Figure 1. Selected gate families (run 1).
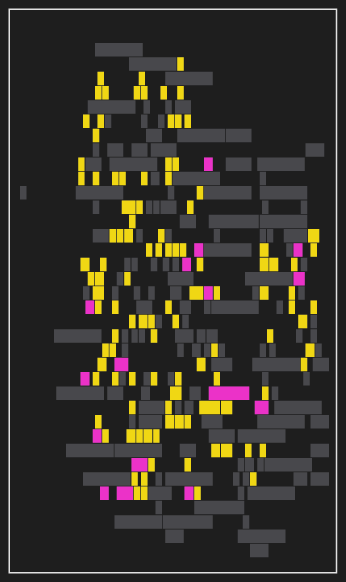
Figure 2. Cell classes on the final placement (run 1).
Bar = 20 um.
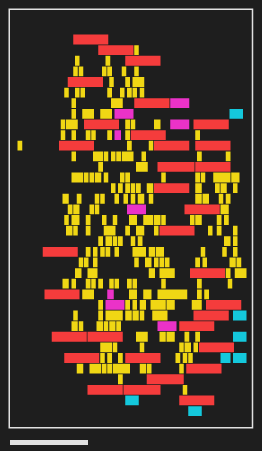
Figure 3. Cells by drive strength (run 1).
Bar = 20 um.
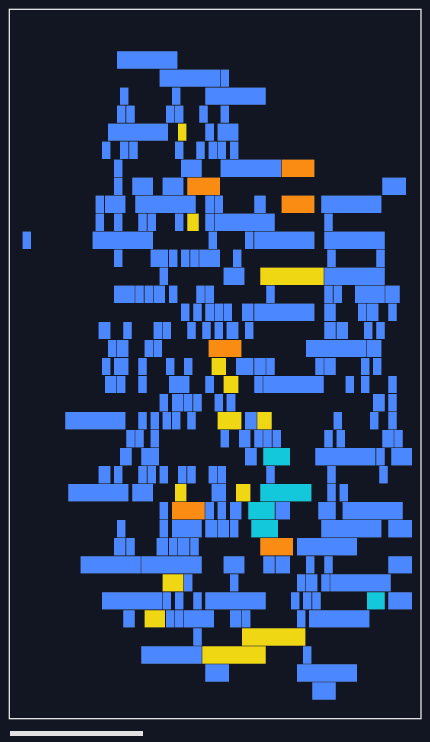
Figure 4. Clock wires, drivers and flops (run 1).
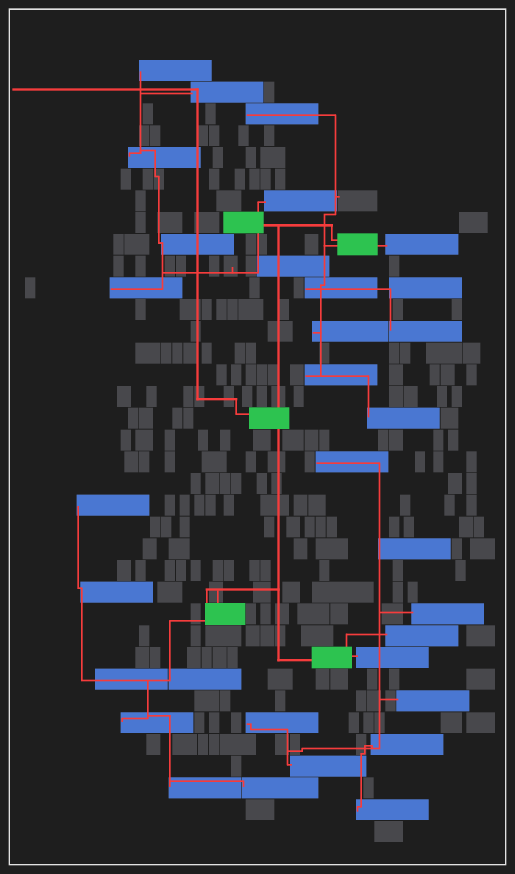
$ cat src/rtl/btn_rst_pkg.sv
`default_nettype none
// ============================================================================
// Module   : btn_rst_pkg
// Purpose  : Shared debounce state encoding and 50 MHz default timing.
// Revision : 1.0  initial release
// ============================================================================
package btn_rst_pkg;

   typedef enum logic [1:0] {
      RELEASED     = 2'd0,
      PRESS_WAIT   = 2'd1,
      PRESSED      = 2'd2,
      RELEASE_WAIT = 2'd3
   } btn_state_e;

   localparam int C_SYNC_STAGES       = 2;
   localparam int C_DEBOUNCE_CYCLES   = 250000;     // 5 ms
   localparam int C_RST_HOLD_CYCLES   = 16;
   localparam int C_LONG_PRESS_CYCLES = 100000000;  // 2 s

endpackage : btn_rst_pkg
`default_nettype wire

$ cat src/rtl/sync_ff.sv
`default_nettype none
// ============================================================================
// Module   : sync_ff
// Purpose  : Multi-flop synchronizer for a single asynchronous input.
// Revision : 1.0  initial release
// ============================================================================
module sync_ff #(
   parameter int   DEPTH   = 2,
   parameter logic RST_VAL = 1'b1
) (
   input  logic clk_i,
   input  logic rst_ni,
   input  logic d_i,
   output logic q_o
);

   logic [DEPTH-1:0] r_chain;

   always_ff @(posedge clk_i or negedge rst_ni) begin
      if (!rst_ni) begin
         r_chain <= {DEPTH{RST_VAL}};
      end else begin
         r_chain <= {r_chain[DEPTH-2:0], d_i};
      end
   end

   assign q_o = r_chain[DEPTH-1];

endmodule : sync_ff
`default_nettype wire

$ cat src/rtl/btn_rst_conditioner.sv
`default_nettype none
// ============================================================================
// Module   : btn_rst_conditioner
// Purpose  : Pushbutton -> synchronizer -> debounce FSM -> stretched core reset.
//            Define BTN_RST_LONG_PRESS_EN to add the long-press pulse.
// Revision : 1.0  initial release
// ============================================================================
module btn_rst_conditioner
   import btn_rst_pkg::*;
#(
   parameter int SYNC_STAGES       = C_SYNC_STAGES,
   parameter int DEBOUNCE_CYCLES   = C_DEBOUNCE_CYCLES,
   parameter int RST_HOLD_CYCLES   = C_RST_HOLD_CYCLES
`ifdef BTN_RST_LONG_PRESS_EN
   ,
   parameter int LONG_PRESS_CYCLES = C_LONG_PRESS_CYCLES
`endif
) (
   input  logic clk_i,
   input  logic rst_ni,
   input  logic btn_ni,
   output logic rst_no,
   output logic pressed_o,
   output logic press_o,
   output logic release_o,
   output logic long_press_o
);

   localparam int CNT_W  = $clog2(DEBOUNCE_CYCLES + 1);
   localparam int HOLD_W = $clog2(RST_HOLD_CYCLES + 1);

   logic              w_s;
   btn_state_e        r_state, w_state_nxt;
   logic [CNT_W-1:0]  r_cnt, w_cnt_nxt;
   logic [HOLD_W-1:0] r_hold, w_hold_nxt;
   logic              w_press_nxt, w_release_nxt, w_pressed_nxt;
   logic              r_boot, r_pressed, r_press, r_release, r_rst_n;

   sync_ff #(
      .DEPTH   (SYNC_STAGES),
      .RST_VAL (1'b1)
   ) u_sync (
      .clk_i  (clk_i),
      .rst_ni (rst_ni),
      .d_i    (btn_ni),
      .q_o    (w_s)
   );

   always_ff @(posedge clk_i or negedge rst_ni) begin
      if (!rst_ni) begin
         r_state <= RELEASED;
         r_cnt   <= '0;
      end else begin
         r_state <= w_state_nxt;
         r_cnt   <= w_cnt_nxt;
      end
   end

   always_comb begin
      w_state_nxt   = r_state;
      w_cnt_nxt     = r_cnt;
      w_press_nxt   = 1'b0;
      w_release_nxt = 1'b0;
      case (r_state)
         RELEASED: begin
            if (!w_s) begin
               w_state_nxt = PRESS_WAIT;
               w_cnt_nxt   = '0;
            end
         end
         PRESS_WAIT: begin
            if (w_s) begin
               w_state_nxt = RELEASED;
            end else if (r_cnt == CNT_W'(DEBOUNCE_CYCLES - 1)) begin
               w_state_nxt = PRESSED;
               w_press_nxt = 1'b1;
            end else if (r_cnt != CNT_W'(DEBOUNCE_CYCLES)) begin
               w_cnt_nxt = r_cnt + 1'b1;
            end
         end
         PRESSED: begin
            if (w_s) begin
               w_state_nxt = RELEASE_WAIT;
               w_cnt_nxt   = '0;
            end
         end
         RELEASE_WAIT: begin
            if (!w_s) begin
               w_state_nxt = PRESSED;
            end else if (r_cnt == CNT_W'(DEBOUNCE_CYCLES - 1)) begin
               w_state_nxt   = RELEASED;
               w_release_nxt = 1'b1;
            end else if (r_cnt != CNT_W'(DEBOUNCE_CYCLES)) begin
               w_cnt_nxt = r_cnt + 1'b1;
            end
         end
         default: begin
            w_state_nxt = RELEASED;
            w_cnt_nxt   = '0;
         end
      endcase
   end

   // r_boot marks the first edge after rst_ni rises, which loads the hold window.
   always_comb begin
      w_hold_nxt = r_hold;
      if (r_boot || w_release_nxt) begin
         w_hold_nxt = HOLD_W'(RST_HOLD_CYCLES);
      end else if (r_hold != '0) begin
         w_hold_nxt = r_hold - 1'b1;
      end
   end

   assign w_pressed_nxt = (w_state_nxt == PRESSED) || (w_state_nxt == RELEASE_WAIT);

   always_ff @(posedge clk_i or negedge rst_ni) begin
      if (!rst_ni) begin
         r_boot    <= 1'b1;
         r_hold    <= '0;
         r_pressed <= 1'b0;
         r_press   <= 1'b0;
         r_release <= 1'b0;
         r_rst_n   <= 1'b0;
      end else begin
         r_boot    <= 1'b0;
         r_hold    <= w_hold_nxt;
         r_pressed <= w_pressed_nxt;
         r_press   <= w_press_nxt;
         r_release <= w_release_nxt;
         r_rst_n   <= !w_pressed_nxt && (w_hold_nxt == '0);
      end
   end

   assign rst_no    = r_rst_n;
   assign pressed_o = r_pressed;
   assign press_o   = r_press;
   assign release_o = r_release;

`ifdef BTN_RST_LONG_PRESS_EN
   localparam int LP_W = $clog2(LONG_PRESS_CYCLES + 1);

   logic [LP_W-1:0] r_lp_cnt;
   logic            r_long;
   logic            w_lp_fire;

   // Saturation at LONG_PRESS_CYCLES is what prevents a second pulse.
   assign w_lp_fire = (r_state == PRESSED) && (r_lp_cnt == LP_W'(LONG_PRESS_CYCLES - 1));

   always_ff @(posedge clk_i or negedge rst_ni) begin
      if (!rst_ni) begin
         r_lp_cnt <= '0;
         r_long   <= 1'b0;
      end else begin
         r_long <= w_lp_fire;
         if (!w_pressed_nxt) begin
            r_lp_cnt <= '0;
         end else if ((r_state == PRESSED) && (r_lp_cnt != LP_W'(LONG_PRESS_CYCLES))) begin
            r_lp_cnt <= r_lp_cnt + 1'b1;
         end
      end
   end

   assign long_press_o = r_long;
`else
   assign long_press_o = 1'b0;
`endif

endmodule : btn_rst_conditioner
`default_nettype wire

$ cat config.mk
export PLATFORM = sky130hd
export DESIGN_NAME = btn_rst_conditioner
export DESIGN_NICKNAME = d
export VERILOG_FILES = /design/src/rtl/btn_rst_pkg.sv /design/src/rtl/sync_ff.sv /design/src/rtl/btn_rst_conditioner.sv
export SDC_FILE = /design/constraint.sdc
export NUM_CORES = 1
export LEC_CHECK = 0
export ABC_AREA = 1
export CORE_ASPECT_RATIO = 1.75
export CORE_UTILIZATION = 30
export CTS_BUF_LIST = sky130_fd_sc_hd__clkbuf_4 sky130_fd_sc_hd__clkbuf_8 sky130_fd_sc_hd__clkbuf_16
export CTS_CLUSTER_DIAMETER = 120
export DETAILED_ROUTE_END_ITERATION = 8
export PLACE_DENSITY_LB_ADDON = 0.25
export SYNTH_ARGS = -nofsm -noshare
export SYNTH_HDL_FRONTEND = slang
export SYNTH_SLANG_ARGS = --single-unit
export TNS_END_PERCENT = 50
$ cat constraint.sdc
create_clock -name clk_i -period 2.9 [get_ports clk_i]
set_input_delay 0.87 -clock clk_i [delete_from_list [all_inputs] [get_ports clk_i]]
set_output_delay 0.87 -clock clk_i [all_outputs]
set_load 0.01 [all_outputs]
==> impl_metrics.json, run 1 <==
{
  "cp_num_buf_inv": 1,
  "num_io_pins": 8,
  "critical_path.startpoint": "pressed_o$_DFF_PN0_",
  "peakVddDrop_uv": 133,
  "numCtsBuffers": 5,
  "critPathMaxStageDelay_ps": 520,
  "fin_crit_ps": 2010,
  "post_cts_buffers": 0,
  "crit-reg2reg-launch": "r_state[0]$_DFF_PN0_",
  "openroad.warnings": 27,
  "slew_viol_final": 0,
  "dr.first_iter.drc_count": 51,
  "p_switching_mw": 0.333,
  "min_path_cells": 0,
  "fp.dieW_um": 61.9,
  "wl_per_cell_um": 11.5,
  "combinationalPowerShare_pct": 20.1,
  "slowest_stage": "clkdlybuf4s50_1",
  "cp_cell_sequence": "clkdlybuf4s50_1",
  "post-route-period-util_pct": 69.4,
  "dr_wl_met3_um": 100,
  "syn_avg_cell_area_um2": 7.45,
  "crit_type": "reg2out",
  "fp-utilization_pct": 31.6,
  "grt_pass1_vias": 1560,
  "design_area_um2": 2090,
  "met1_usage_pct": 13.8,
  "gr-usage-all-layers_pct": 14.2,
  "largest_class": "logic gates",
  "ff_count": 32,
  "antenna_found_initial": 0,
  "dpl.cell_count": 333,
  "reg2reg_slack_ps": 1110,
  "die_h_um": 107,
  "buffers": 7,
  "finalSetupTns_ps": 0,
  "status": "complete, no violations",
  "xor_share_pct": 5.58,
  "edf_count": 0,
  "synth_cells": 253,
  "worstPathArrival_ps": 1140,
  "whs_ps": 353,
  "cts_root_buf": "clkbuf_8",
  "coreArea_um2": 5970,
  "worstSetupEndpoint": "pressed_o",
  "setup_viol": 0,
  "use_met2_pct": 26.3,
  "power_mw": 1.09,
  "final_layout_top_logic_cells": "83 x nand2_1, 36 x nor2_1, 29 x dfrtp_1, 27 x inv_1, 17 x nand3_1",
  "synth_cell_types": 30
}
About Figure 1:
magenta -> inverting AOI/OAI gates  # cells 16
yellow -> NAND gates  # cells 108
Comb/total area: 44.3%
Non-Filler Instances: 341
dominant logic cell type in the layout: nand2_1

About Figure 2:
cyan -> other buffers and delay cells  # cells 7, share of their area 3.4%
red -> flops  # cells 32, share of their area 40%
yellow -> combinational and other logic  # cells 216, share of their area 52%
magenta -> clock drivers and dummy loads  # cells 8, share of their area 4.6%
flop share of the area: 38.4%
Core Util, Final: 35.1%
row cnt: 37

About Figure 3:
blue -> _0 and _1 cells  # cells 239
orange -> _6 and larger  # cells 6
cyan -> _3 and _4 cells  # cells 5
yellow -> _2 cells  # cells 13
final setup margin: 889 ps
Syn-to-layout area delta: 11.2%

About Figure 4:
red -> clock wires  # length 485 um
green -> clock drivers  # count 5
blue -> flip-flops  # count 32
routed clock nets = 6
Clock Power Share: 32.8%
clock-net power: 0.359 mW

-- run 1: worst register-to-register path: cells and delay by family (launching register included) --
| kind | cells | cell delay, ps |
|---|---|---|
| flops | 1 | 650 |
| simple gates | 6 | 890 |
| buf+inv | 1 | 150 |
-- run 1: state kept, by name, summed over array words and instances (netlist names) --
name and cells:
r_cnt 18, u_sync.r_chain 2, release_o 1, rst_no 1
r_state 2, r_hold 5, r_boot 1, press_o 1
pressed_o 1
-- run 1: cells in the mapped netlist, types with 3 or more instances --
library cell and instances:
dfrtp_1 29, ha_1 3, nand2_1 83, inv_1 27, xor2_1 12, nand3_1 17, o21ai_0 8, nor3_1 4
nor2_2 3, nor2_1 36, nand4_1 5, dfstp_2 3
==> run 2, diff against run 1 <==
Clock period 2.9 ns to 2.1 ns, I/O delays scaled along.
Figure 5. Cell classes on the final placement (run 2).
Bar = 20 um.
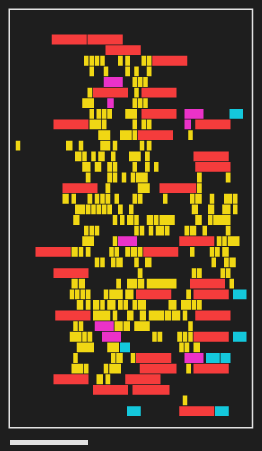
cyan -> other buffers and delay cells  # cells 8, share of their area 3.7%
magenta -> clock drivers and dummy loads  # cells 8, share of their area 4.6%
yellow -> combinational and other logic  # cells 216, share of their area 51%
red -> flops  # cells 32, share of their area 40%
flop share of the area: 38.3%
final instance area: 2100 um^2

==> run 2 against run 1 <==
- hold slack better by 6.8 ps
- synthesized area did not move
- synthesized cell count did not move
- final cell count increased by 0.29%
- global-route usage up 0.47 points
- critical path depth is 7 higher
- die area stayed put
- clock skew is essentially flat
- first-iteration DRC count decreased by 22%
- flip-flop count is the same
- critical path type is now reg2reg
- critical endpoint is now r_cnt[10]$_DFFE_PN0P_
- largest power group unchanged
==> impl_metrics.json, run 2 <==
{
  "slowest_stage": "dfrtp_1",
  "numCtsBuffers": 5,
  "dr_wl_met3_um": 83,
  "row_count": 37,
  "fp.dieW_um": 61.9,
  "met1_usage_pct": 14.2,
  "die_h_um": 107,
  "gr-usage-all-layers_pct": 14.7,
  "use_met2_pct": 25.9,
  "status": "complete, no violations",
  "edf_count": 0,
  "reg_top3": "r_cnt (18), r_hold (5)",
  "combinationalPowerShare_pct": 20.2,
  "coreArea_um2": 5970,
  "setup_viol": 0,
  "syn_avg_cell_area_um2": 7.45,
  "critical_path.startpoint": "r_cnt[0]$_DFFE_PN0P_",
  "largest_reg_flops": 18,
  "final_layout_top_logic_cells": "83 x nand2_1, 36 x nor2_1, 29 x dfrtp_1, 27 x inv_1, 17 x nand3_1",
  "area_growth_pct": 11.6,
  "fin_crit_ps": 1770,
  "synth_cell_types": 30,
  "num_io_pins": 8,
  "most_common_cell": "nand2_1",
  "crit_type": "reg2reg",
  "worstPathArrival_ps": 1960,
  "post-route-util_pct": 35.2,
  "layout_setup_ws_ps": 326,
  "clock_power_share_pct": 33.2,
  "grt_pass1_vias": 1500,
  "fp-utilization_pct": 31.6
}
==> run 2: cell counts after synthesis <==
No cell type changed its count.
==> run 2: logic make-up after synthesis <==
family / after synthesis
xor gates and xnor gates: 12
AOI/OAI and AO/OA: 16
DFF: 32
and+or+nand+nor: 155
adders and majority gates: 3
buffers and inverters: 34
other: 1
==> run 2: final cells by class <==
cell class	instances	share of cell area [%]
clock buffer	6	3.93
inverter	28	5.00
timing repair buffer	8	3.57
tap	78	4.64
multi-input combinational	188	44.1
clock inverter	2	0.476
sequential	32	38.3
==> run 2: power groups by stage <==
stage          sequential, mW  clock (mW)  combinational [mW]
4_1_cts                 0.711       0.525               0.314
3_5_place_dp            0.723           0               0.310
3_3_place_gp            0.721           0               0.306
6_report                0.713       0.508               0.309
2_1_floorplan           0.714           0               0.244
5_1_grt                 0.720       0.550               0.367
No activity file was given, so power comes from the tool's default toggle rates.
